## config.mk

```make
export PLATFORM = sky130hd
export DESIGN_NAME = omp_iter_ctrl
export DESIGN_NICKNAME = d
export VERILOG_FILES = /design/src/rtl/omp_pkg.sv /design/src/rtl/omp_support_set.sv /design/src/rtl/omp_iter_ctrl.sv
export SDC_FILE = /design/constraint.sdc
export NUM_CORES = 1
export LEC_CHECK = 0
export CELL_PAD_IN_SITES_DETAIL_PLACEMENT = 1
export CELL_PAD_IN_SITES_GLOBAL_PLACEMENT = 1
export CORE_ASPECT_RATIO = 0.6
export CORE_MARGIN = 4
export CORE_UTILIZATION = 46
export CTS_CLUSTER_SIZE = 30
export DETAILED_ROUTE_END_ITERATION = 10
export HOLD_SLACK_MARGIN = 0.05
export PLACE_DENSITY_LB_ADDON = 0.1
export SYNTH_ARGS = -nofsm -noshare
export SYNTH_HDL_FRONTEND = slang
export SYNTH_SLANG_ARGS = --single-unit
export TNS_END_PERCENT = 1
```

## constraint.sdc

```tcl
create_clock -name clk -period 4.2 [get_ports clk]
set_input_delay 1.26 -clock clk [delete_from_list [all_inputs] [get_ports clk]]
set_output_delay 1.26 -clock clk [all_outputs]
set_load 0.005 [all_outputs]
```

## src/rtl/omp_pkg.sv

```systemverilog
// Shared sizes, FSM state encoding and error codes for the OMP-DRI iteration controller.
package omp_pkg;

  localparam int MAX_K    = 8;
  localparam int LAMBDA_W = 6;
  localparam int ROW_W    = 3;
  localparam int WDOG_W   = 16;

  typedef enum logic [3:0] {
    ST_IDLE,
    ST_INIT_R,
    ST_INIT_FLUSH,
    ST_RUN_A,
    ST_CHECK,
    ST_RUN_B,
    ST_NEXT,
    ST_DONE,
    ST_ERR
  } state_t;

  localparam logic [1:0] ERR_NONE    = 2'd0;
  localparam logic [1:0] ERR_DUP     = 2'd1;
  localparam logic [1:0] ERR_RANGE   = 2'd2;
  localparam logic [1:0] ERR_TIMEOUT = 2'd3;

endpackage

```

## src/rtl/omp_support_set.sv

```systemverilog
// Support-set register file: append at cnt, clear, combinational read, and a parallel
// duplicate-hit flag over the valid entries [0..cnt-1].
module omp_support_set #(
  parameter int MAX_K    = 8,
  parameter int LAMBDA_W = 6,
  parameter int IDX_W    = $clog2(MAX_K),
  parameter int CNT_W    = $clog2(MAX_K + 1)
) (
  input  logic                clk,
  input  logic                rst_n,
  input  logic                clr,
  input  logic                app,
  input  logic [LAMBDA_W-1:0] app_dat,
  input  logic [LAMBDA_W-1:0] chk_dat,
  input  logic [IDX_W-1:0]    rd_addr,
  output logic [LAMBDA_W-1:0] rd_dat,
  output logic [CNT_W-1:0]    cnt,
  output logic                dup
);
  import omp_pkg::*;

  logic [LAMBDA_W-1:0] mem [MAX_K];

  always_ff @(posedge clk or negedge rst_n) begin
    if (!rst_n) begin
      cnt <= '0;
      for (int i = 0; i < MAX_K; i++) mem[i] <= '0;
    end else if (clr) begin
      cnt <= '0;
      for (int i = 0; i < MAX_K; i++) mem[i] <= '0;
    end else if (app && (cnt < CNT_W'(MAX_K))) begin
      mem[cnt[IDX_W-1:0]] <= app_dat;
      cnt                 <= cnt + CNT_W'(1);
    end
  end

  assign rd_dat = mem[rd_addr];

  always_comb begin
    dup = 1'b0;
    for (int i = 0; i < MAX_K; i++) begin
      if ((CNT_W'(i) < cnt) && (mem[i] == chk_dat)) dup = 1'b1;
    end
  end

endmodule

```

## src/rtl/omp_iter_ctrl.sv

```systemverilog
// OMP-DRI iteration sequencer: copies y into r, then alternates Block A / Block B once per atom.
// Stages handshake with start/done pulses; a per-stage watchdog bounds each wait, abort returns to IDLE.
module omp_iter_ctrl #(
  parameter int MAX_K    = omp_pkg::MAX_K,
  parameter int LAMBDA_W = omp_pkg::LAMBDA_W,
  parameter int ROW_W    = omp_pkg::ROW_W,
  parameter int WDOG_W   = omp_pkg::WDOG_W
) (
  input  logic                clk,
  input  logic                rst_n,
  input  logic                start,
  input  logic                abort,
  input  logic [LAMBDA_W-1:0] N,
  input  logic [ROW_W-1:0]    M,
  input  logic [3:0]          K,
  output logic [ROW_W-1:0]    y_addr,
  output logic                r_we,
  output logic [ROW_W-1:0]    r_wr_addr,
  output logic                r_sel,
  output logic                start_a,
  input  logic                a_done,
  input  logic [LAMBDA_W-1:0] lambda_in,
  output logic                start_b,
  output logic [LAMBDA_W-1:0] b_lambda,
  input  logic                b_done,
  input  logic                b_converged,
  input  logic [2:0]          supp_rd_addr,
  output logic [LAMBDA_W-1:0] supp_rd_data,
  output logic [3:0]          supp_cnt,
  output logic                busy,
  output logic                done,
  output logic                err,
  output logic [1:0]          err_code
);
  import omp_pkg::*;

  // Last cycle a stage may wait: the transition out of it would make the counter reach 2^WDOG_W-1.
  localparam logic [WDOG_W-1:0] WDOG_LAST = {{(WDOG_W-1){1'b1}}, 1'b0};

  state_t              state, state_nxt;
  logic [LAMBDA_W-1:0] n_lat, lambda_q;
  logic [ROW_W-1:0]    m_lat, row_cnt;
  logic [3:0]          k_lat;
  logic [WDOG_W-1:0]   wdog;
  logic                conv_q;
  logic [1:0]          ecode_nxt;
  logic                supp_app, supp_clr, supp_dup;
  logic                wait_st;

  assign busy     = (state != ST_IDLE);
  assign wait_st  = (state == ST_RUN_A) || (state == ST_RUN_B);
  assign supp_clr = ((state == ST_IDLE) && start) || ((state != ST_IDLE) && abort);

  always_comb begin
    state_nxt = state;
    ecode_nxt = ERR_NONE;
    supp_app  = 1'b0;
    y_addr    = '0;
    r_sel     = 1'b0;
    start_a   = 1'b0;
    start_b   = 1'b0;
    done      = 1'b0;
    case (state)
      ST_IDLE:       if (start) state_nxt = ST_INIT_R;
      ST_INIT_R: begin
        y_addr = row_cnt;
        if (row_cnt == m_lat) state_nxt = ST_INIT_FLUSH;
      end
      ST_INIT_FLUSH: state_nxt = (k_lat == '0) ? ST_DONE : ST_RUN_A;
      ST_RUN_A: begin
        start_a = (wdog == '0);
        if (a_done) begin
          state_nxt = ST_CHECK;
        end else if (wdog == WDOG_LAST) begin
          state_nxt = ST_ERR;
          ecode_nxt = ERR_TIMEOUT;
        end
      end
      ST_CHECK: begin
        if (lambda_q > n_lat) begin
          state_nxt = ST_ERR;
          ecode_nxt = ERR_RANGE;
        end else if (supp_dup) begin
          state_nxt = ST_ERR;
          ecode_nxt = ERR_DUP;
        end else begin
          supp_app  = 1'b1;
          state_nxt = ST_RUN_B;
        end
      end
      ST_RUN_B: begin
        r_sel   = 1'b1;
        start_b = (wdog == '0);
        if (b_done) begin
          state_nxt = ST_NEXT;
        end else if (wdog == WDOG_LAST) begin
          state_nxt = ST_ERR;
          ecode_nxt = ERR_TIMEOUT;
        end
      end
      ST_NEXT:  state_nxt = (conv_q || (supp_cnt == k_lat)) ? ST_DONE : ST_RUN_A;
      ST_DONE: begin
        done      = 1'b1;
        state_nxt = ST_IDLE;
      end
      ST_ERR:   state_nxt = ST_IDLE;
      default:  state_nxt = ST_IDLE;
    endcase
    // Abort wins over everything: no stage starts, no append, no completion.
    if (abort && (state != ST_IDLE)) begin
      state_nxt = ST_IDLE;
      ecode_nxt = ERR_NONE;
      supp_app  = 1'b0;
      start_a   = 1'b0;
      start_b   = 1'b0;
      done      = 1'b0;
    end
  end

  always_ff @(posedge clk or negedge rst_n) begin
    if (!rst_n) begin
      state     <= ST_IDLE;
      n_lat     <= '0;
      m_lat     <= '0;
      k_lat     <= '0;
      row_cnt   <= '0;
      wdog      <= '0;
      lambda_q  <= '0;
      b_lambda  <= '0;
      conv_q    <= 1'b0;
      err       <= 1'b0;
      err_code  <= ERR_NONE;
      r_we      <= 1'b0;
      r_wr_addr <= '0;
    end else begin
      state     <= state_nxt;
      // y BRAM has one cycle of read latency, so the r write trails the address by a cycle.
      r_we      <= (state == ST_INIT_R) && !abort;
      r_wr_addr <= (state == ST_INIT_R) ? row_cnt : '0;
      if ((state == ST_IDLE) && start) begin
        n_lat    <= N;
        m_lat    <= M;
        k_lat    <= (K > 4'(MAX_K)) ? 4'(MAX_K) : K;
        row_cnt  <= '0;
        err      <= 1'b0;
        err_code <= ERR_NONE;
      end
      if (state == ST_INIT_R) row_cnt <= row_cnt + 1'b1;
      wdog <= (wait_st && (state_nxt == state)) ? wdog + 1'b1 : '0;
      if ((state == ST_RUN_A) && a_done) lambda_q <= lambda_in;
      if ((state == ST_RUN_B) && b_done) conv_q <= b_converged;
      if (supp_app) b_lambda <= lambda_q;
      if ((state_nxt == ST_ERR) && (state != ST_ERR)) begin
        err      <= 1'b1;
        err_code <= ecode_nxt;
      end
    end
  end

  omp_support_set #(
    .MAX_K   (MAX_K),
    .LAMBDA_W(LAMBDA_W),
    .IDX_W   (3),
    .CNT_W   (4)
  ) u_supp (
    .clk    (clk),
    .rst_n  (rst_n),
    .clr    (supp_clr),
    .app    (supp_app),
    .app_dat(lambda_q),
    .chk_dat(lambda_q),
    .rd_addr(supp_rd_addr),
    .rd_dat (supp_rd_data),
    .cnt    (supp_cnt),
    .dup    (supp_dup)
  );

endmodule

```

Run 1, signal wires on met4:
Scale: 4 px per µm. Supply wires on this layer in gray.
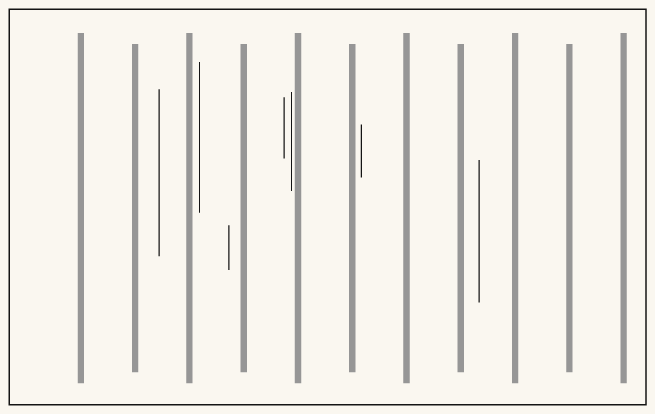
5 nets have wire on it. The layer carries 178 µm of wire. The layer holds 0.97% of the routed length. The wires run mostly vertical. The longest straight run is 41.5 µm.

Run 1, routing congestion:
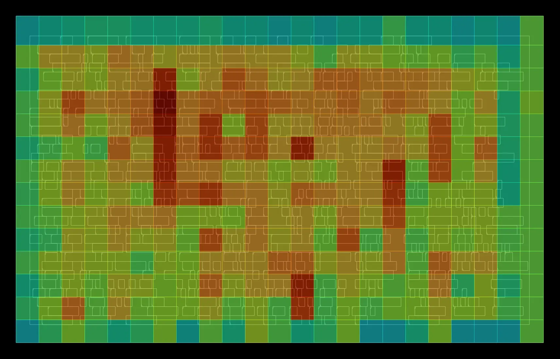
M3 GR Usage: 3.84%
drt wl/cell: 22.3 µm
met1 usage: 37.2%
GRT busiest layer: met1
Final Util: 56.6%

==> results.json, run 1 <==
{
  "antenna_found_initial": 0,
  "max_slew.worst_pin.slew_ns": 0.828,
  "cts_root_buf": "clkbuf_16",
  "ys_cells": 580,
  "syn_nets": 622,
  "rr_worst_depth": 7,
  "synthAdderAreaFrac_pct": 2.59,
  "ff_type": "dfrtp_1",
  "tns_ns": 0,
  "yosys_warnings": 0,
  "crit_cells": 5,
  "period_used_pct": 96.4,
  "ctsLongestPathBuffers": 2,
  "r2r_start": "lambda_q[4]$_DFFE_PN0P_",
  "drive_gt1_share_pct": 15.3,
  "num_antenna_cells": 0,
  "ys_area_mm2": 0.00628,
  "met3WireLength_um": 916,
  "grt_use_met2_pct": 35.6,
  "endpoint": "supp_rd_data[0]",
  "rsz0062_at_grt": "false",
  "syn_to_final_growth_pct": 18.1,
  "hp-class": "reg -> reg",
  "ir_drop_v": 0.000340,
  "cts_setup_buffers": 0,
  "synth_seq_share_pct": 43.1,
  "fp-utilization_pct": 47.9,
  "path_clk_slew_ns": 0.07,
  "hp-start": "err$_DFFE_PN0P_",
  "clk_latency_ns": 0.35,
  "path_delay_family": "multiplexers",
  "place.gp.congestion": 0.898,
  "setup_viol": 0,
  "finalMaxSlewViolations": 0,
  "dr_wl_met2_um": 7990,
  "r2r_slack_ns": 0.98,
  "min_to": "err$_DFFE_PN0P_",
  "grt_pass1_vias": 4997,
  "numCtsBuffers": 9,
  "die_y_um": 98.5,
  "synth-xor-area-share_pct": 9.75,
  "worst_r2r_endpoint": "u_supp.mem[39]$_DFFE_PN0P_",
  "postSynthAreaPerCell_um2": 10.8,
  "die-area_mm2": 0.0156,
  "max_freq_mhz": 247,
  "cpMaxStageDelayCell": "mux4_2",
  "grt_start_max_net_pins": 59,
  "clock_skew_ns": 0.00806,
  "top_area_share_pct": 43.1,
  "warning_count": 30,
  "grtUsageTotal_pct": 23.9,
  "crit_required_ns": 2.94,
  "cts_num_sinks": 108,
  "max_stage_delay_ns": 0.50,
  "path_cells": "clkdlybuf4s15_2, bufbuf_16, mux4_2, mux2_2, dlygate4sd2_1",
  "firstDrtPassIters": 5,
  "powerDensity_mw_per_mm2": 543,
  "top_cells_by_area": "dfrtp_1 43%, mux2i_1 7.8%, mux2_2 5.2%, nand2_1 4.9%, xor2_1 4.9%",
  "ant_nets": 0,
  "grt_first_pass_wirelength_um": 29300,
  "hold_ws_ns": 0.517,
  "final_hold_viol_count": 0,
  "reg.largest.list": "u_supp.mem x48, wdog x16",
  "totalWireLength_um": 18200,
  "rows": 32,
  "critPathLaunchType": "input port",
  "max_cap_violations": 0,
  "layout_top_cells": "108 x dfrtp_1, 82 x nand2_1, 50 x clkdlybuf4s50_1",
  "syn_area_mm2": 0.00628,
  "crit_fanout": 6,
  "drt_iter0_markers": 276,
  "synthSimpleGateAreaFrac_pct": 17.8,
  "arrival_ns": 2.79,
  "synthAoiAreaFrac_pct": 5.90,
  "yosys-top-cells-count": "108 x dfrtp_1, 82 x nand2_1, 49 x mux2i_1",
  "mux_share_pct": 17.3,
  "fp.dieW_um": 159,
  "post-synth-top-area-cell": "dfrtp_1",
  "crit_start": "supp_rd_addr[0]",
  "ys_types": 59,
  "min_delay_path_depth": 1,
  "core-area_mm2": 0.0131,
  "met1_length_um": 9150,
  "synthCells": 580,
  "slew_headroom_pct": 44.6,
  "path_buffers": 3,
  "via_count": 4706,
  "largest-register": "u_supp.mem",
  "largest_reg_flops": 48,
  "worst_setup_path_end_kind": "output pin",
  "portBuffers": 59,
  "status": "finished clean",
  "cts_tree": "done",
  "ios": 60,
  "logic_family": "simple AND/OR/NAND/NOR gates",
  "nNetsFinal": 684,
  "top_layer_used": "met4",
  "totalPowerFinal_mw": 4.02,
  "power_leakage_nw": 3.10,
  "most_common_cell": "dfrtp_1",
  "fin_crit_ns": 4.05,
  "drc": 0,
  "edf_count": 0,
  "crit_type": "in -> out",
  "vias_per_cell": 5.76,
  "dp_hpwl_um": 13700
}
Run 1, gate families picked out:
Scale: 4 px per µm.
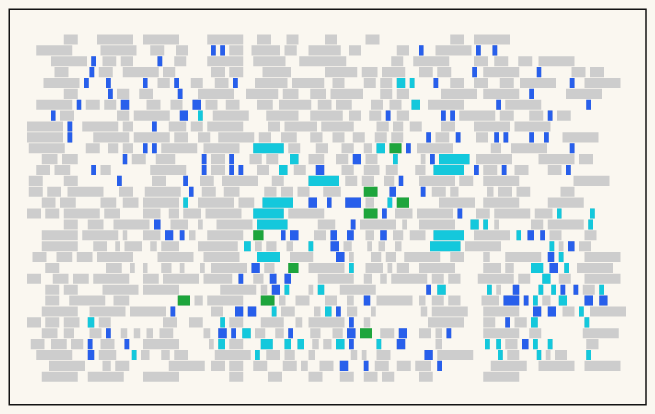
Key: green = non-inverting ao/oa cells [cells 9, where middle]; cyan = nor cells [cells 66]; blue = nand cells [cells 123, where spread over the die]
multi-input gate share of total cell area: 45.4%
Cell Count, Final, Fillers Out: 817
Commonest Layout Cell: dfrtp_1

run 1: layout make-up:
type,count,area [µm²]
clock buffer,10,239
clock inverter,6,45.0
timing repair buffer,76,771
multi-input combinational,427,3370
tap,170,213
fill,1379,5680
sequential,108,2700
inverter,20,75.1
run 1: per-stage QoR:
stage,cells,setup slack [ns],area (µm²)
final,817,0.153,7410
after global routing,817,0.101,7410
after CTS,817,0.0413,7410
after detailed placement,800,-0.260,7100
after global placement,800,-0.209,7100
after floorplan,580,0.335,6280
run 1: what timing repair did:
item	CTS	global route
setup endpoints to repair	7	1
hold buffers	0	0
pin swaps	0	0
cloned	1	0
resized	10	1
run 1: report_power, final:
group	total [mW]	internal, mW	switching, mW
clock	0.829	0.425	0.404
sequential	1.51	1.21	0.306
combinational	1.68	0.750	0.932
==> run 2, diff against run 1 <==
--- a/config.mk
+++ b/config.mk
@@ -5,6 +5,7 @@
 export SDC_FILE = /design/constraint.sdc
 export NUM_CORES = 1
 export LEC_CHECK = 0
+export CAP_MARGIN = 15
 export CELL_PAD_IN_SITES_DETAIL_PLACEMENT = 1
 export CELL_PAD_IN_SITES_GLOBAL_PLACEMENT = 1
 export CORE_ASPECT_RATIO = 0.6
@@ -13,7 +14,7 @@
 export CTS_CLUSTER_SIZE = 30
 export DETAILED_ROUTE_END_ITERATION = 10
 export HOLD_SLACK_MARGIN = 0.05
-export PLACE_DENSITY_LB_ADDON = 0.1
+export PLACE_DENSITY = 0.79
 export SYNTH_ARGS = -nofsm -noshare
 export SYNTH_HDL_FRONTEND = slang
 export SYNTH_SLANG_ARGS = --single-unit
==> run 2 against run 1 <==
  * Maximum frequency fell by 0.57%
  * Largest power group unchanged
  * Highest routed layer unchanged
  * Critical path type unchanged
  * Worst hold slack better by 0.0072 ns
  * Largest cell class unchanged
  * Via count increased by 3.4%
==> results.json, run 2 <==
{
  "status": "finished clean",
  "top_usage_layer": "met1",
  "grt_use_met2_pct": 36.7,
  "layout_top_cells": "108 x dfrtp_1, 82 x nand2_1, 50 x clkdlybuf4s50_1",
  "nNonClkBuffers": 79,
  "worst_r2r_endpoint": "u_supp.mem[46]$_DFFE_PN0P_",
  "max_freq_mhz": 246,
  "crit_fanout": 6,
  "hold_ws_ns": 0.524,
  "max_slew.worst_pin.slew_ns": 0.852,
  "p_clk_share_pct": 22.2,
  "portBuffers": 59,
  "use_met1_pct": 37.5,
  "final_hold_viol_count": 0,
  "ctsLongestPathBuffers": 2,
  "nNetsFinal": 687,
  "firstDrtPassIters": 4,
  "pwr-share-seq_pct": 36.7,
  "cts_tree": "done",
  "top_cells_by_area": "dfrtp_1 43%, mux2i_1 7.8%, mux2_2 5.2%, nand2_1 4.9%, xor2_1 4.9%",
  "comb_share_pct": 45.0,
  "worst_setup_path_end_kind": "output pin",
  "crit_start": "supp_rd_addr[0]",
  "reg.largest.list": "u_supp.mem x48, wdog x16",
  "ys_area_mm2": 0.00628,
  "drive_gt1_share_pct": 15.6,
  "finalMaxSlewViolations": 0,
  "combinationalPowerShare_pct": 41.1,
  "setup_viol": 0,
  "pg_clk_mw": 0.930,
  "power_leakage_nw": 3.12,
  "min_delay_path_depth": 1,
  "seq_share_pct": 36.2,
  "clock_area_share_pct": 4.34,
  "core-area_mm2": 0.0131,
  "ys_cells": 580,
  "post-synth-top-area-cell": "dfrtp_1",
  "top_layer_used": "met4",
  "p_sw_share_pct": 40.1,
  "die-area_mm2": 0.0156,
  "yosys_warnings": 0,
  "r2r_start": "lambda_q[4]$_DFFE_PN0P_",
  "rsz0062_at_grt": "false",
  "r2r_slack_ns": 0.91,
  "numCtsBuffers": 9,
  "syn_area_mm2": 0.00628,
  "ys_ff": 108,
  "rr_worst_depth": 7,
  "wl_per_cell_um": 23.2,
  "hold_buffers": 0,
  "dr_wl_met2_um": 8320,
  "arrival_ns": 2.81,
  "hp-class": "reg -> reg",
  "placed_area_mm2": 0.00712,
  "cts_setup_buffers": 0,
  "num_antenna_cells": 0,
  "top_power_group": "combinational cells",
  "slew_headroom_pct": 43.0,
  "n_fill_cell": 1400,
  "drc": 0,
  "postSynthAreaPerCell_um2": 10.8,
  "fin_util_pct": 57.1,
  "combinationalPower_mw": 1.72,
  "largest_cell_class": "multi-input combinational cells",
  "largest_reg_flops": 48,
  "grt.met3_usage_pct": 5.31,
  "clk_latency_ns": 0.35,
  "buffer_area_share_pct": 10.6,
  "p_sw_mw": 1.67,
  "grt_pass1_vias": 5073,
  "placed_cells": 803,
  "warning_count": 30,
  "cts_num_sinks": 108,
  "largest-register": "u_supp.mem",
  "ff_type": "dfrtp_1",
  "nClkBuffers": 10,
  "synth_seq_share_pct": 43.1,
  "syn_to_final_growth_pct": 19.1,
  "post_cts_resized": 10,
  "ant_nets": 0,
  "cts_root_buf": "clkbuf_16",
  "final_cells": 819,
  "inverters": 20,
  "endpoint": "supp_rd_data[0]",
  "fp.dieW_um": 159,
  "met3WireLength_um": 1370,
  "comb_area_mm2": 0.00337,
  "path_clk_slew_ns": 0.07,
  "place.gp.congestion": 0.899,
  "pre_cts_ws_ns": -0.265,
  "final_common_cell": "dfrtp_1",
  "crit_type": "in -> out",
  "period_used_pct": 96.9,
  "grt_first_pass_wirelength_um": 30300,
  "critPathLaunchType": "input port",
  "top_area_share_pct": 43.1,
  "max_cap_violations": 0,
  "syn_nets": 622,
  "crit_required_ns": 2.94,
  "setup_ws_ns": 0.130,
  "grtUsageTotal_pct": 24.7,
  "seq_cells": 108,
  "clock_skew_ns": 0.00745,
  "rows": 32,
  "antenna_found_initial": 0,
  "vias_per_cell": 5.94,
  "grt.overflow.total": 0,
  "ios": 60,
  "async_flop_share_pct": 100,
  "powerSeq_mw": 1.53,
  "dp_hpwl_um": 14200,
  "most_common_cell": "dfrtp_1",
  "met1_length_um": 9080,
  "grt_start_max_net_pins": 56,
  "ys_types": 59,
  "hp-start": "b_lambda[3]$_DFFE_PN0P_",
  "p_int_mw": 2.51,
  "drt_iter0_markers": 418,
  "fp-utilization_pct": 47.9,
  "synthCells": 580,
  "powerDensity_mw_per_mm2": 560,
  "edf_count": 0,
  "cts_max_level": 3,
  "ir_drop_v": 0.000289,
  "logic_gates": 427,
  "postLayoutCellArea_mm2": 0.00747,
  "yosys-top-cells-count": "108 x dfrtp_1, 82 x nand2_1, 49 x mux2i_1",
  "die_y_um": 98.5,
  "tns_ns": 0,
  "seq_area_mm2": 0.00270,
  "min_to": "b_lambda[3]$_DFFE_PN0P_",
  "totalPowerFinal_mw": 4.18,
  "fin_crit_ns": 4.07,
  "n_tap_cell": 170
}
==> run 2: kinds of logic (layout without fill, tap and decap cells) <==
| family | Yosys count | in the layout | share of synthesized area (%) |
|---|---|---|---|
| AND-OR/OR-AND | 51 | 51 | 5.90 |
| buffers and inverters | 45 | 114 | 3.55 |
| AND/OR/NAND/NOR | 204 | 204 | 17.8 |
| flip-flops | 108 | 108 | 43.1 |
| adder cells (fa/ha/maj) | 13 | 13 | 2.59 |
| XOR/XNOR | 69 | 69 | 9.75 |
| multiplexers | 90 | 90 | 17.3 |
==> run 2: critical path, cell delays in order <==
cell	delay [ns]
clkdlybuf4s15_2	0.23
bufbuf_16	0.28
mux4_2	0.48
mux2_2	0.28
dlygate4sd2_1	0.28
Run 2, wire density map:
Scale: 3 px per µm. The die is cut into 32 by 20 equal tiles; white is low, dark blue is high, scaled to the fullest tile. Values are wire area over tile area, all layers added.
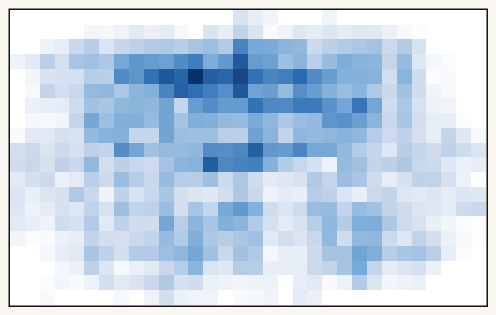
The mean over all tiles is 0.19. The densest ninth of the die: top middle. The emptiest ninth of the die: bottom left. 12% of the tiles are over half the peak. 16% of the tiles are nearly empty.

Run 2, zoomed window:
Window x 64 to 94, y 15 to 45 µm. Cells in gray, sequential cells in the stronger gray; small squares are vias.
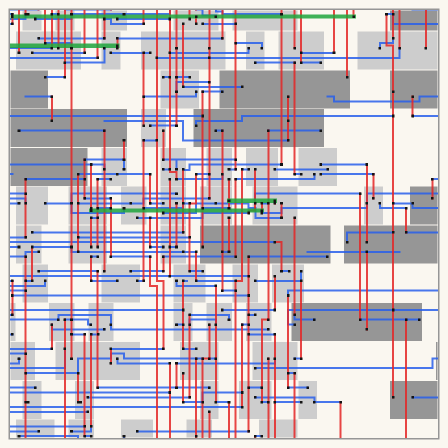
Key: red = M2; blue = M1; green = M3
Sequential cells in the window: 7. 54 logic cells have their middle in the window. Netlist names of flops here include `state` (3), `err_code` (2). Most frequent: dfrtp_1 (7), nand2_1 (6).

Run 2, signal wires on met4:
Scale: 4 px per µm. Supply wires on this layer in gray.
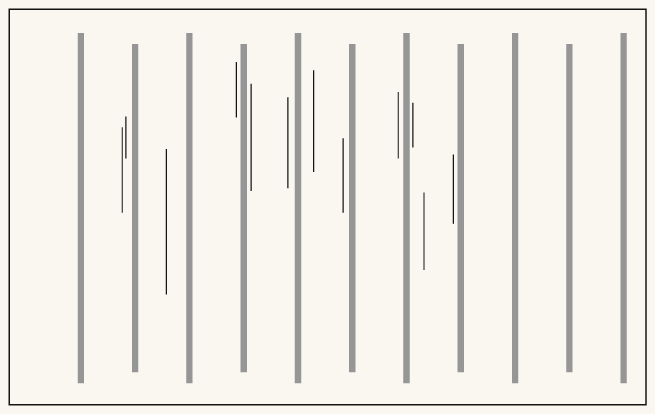
The layer holds 1.3% of the routed length. The layer carries 237 µm of wire. The wires run mostly vertical. The longest straight run is 36.0 µm. 11 nets have wire on it.
Total Routed Length: 19000 µm
vias: 4868

Power is estimated from default activity; no workload was simulated.
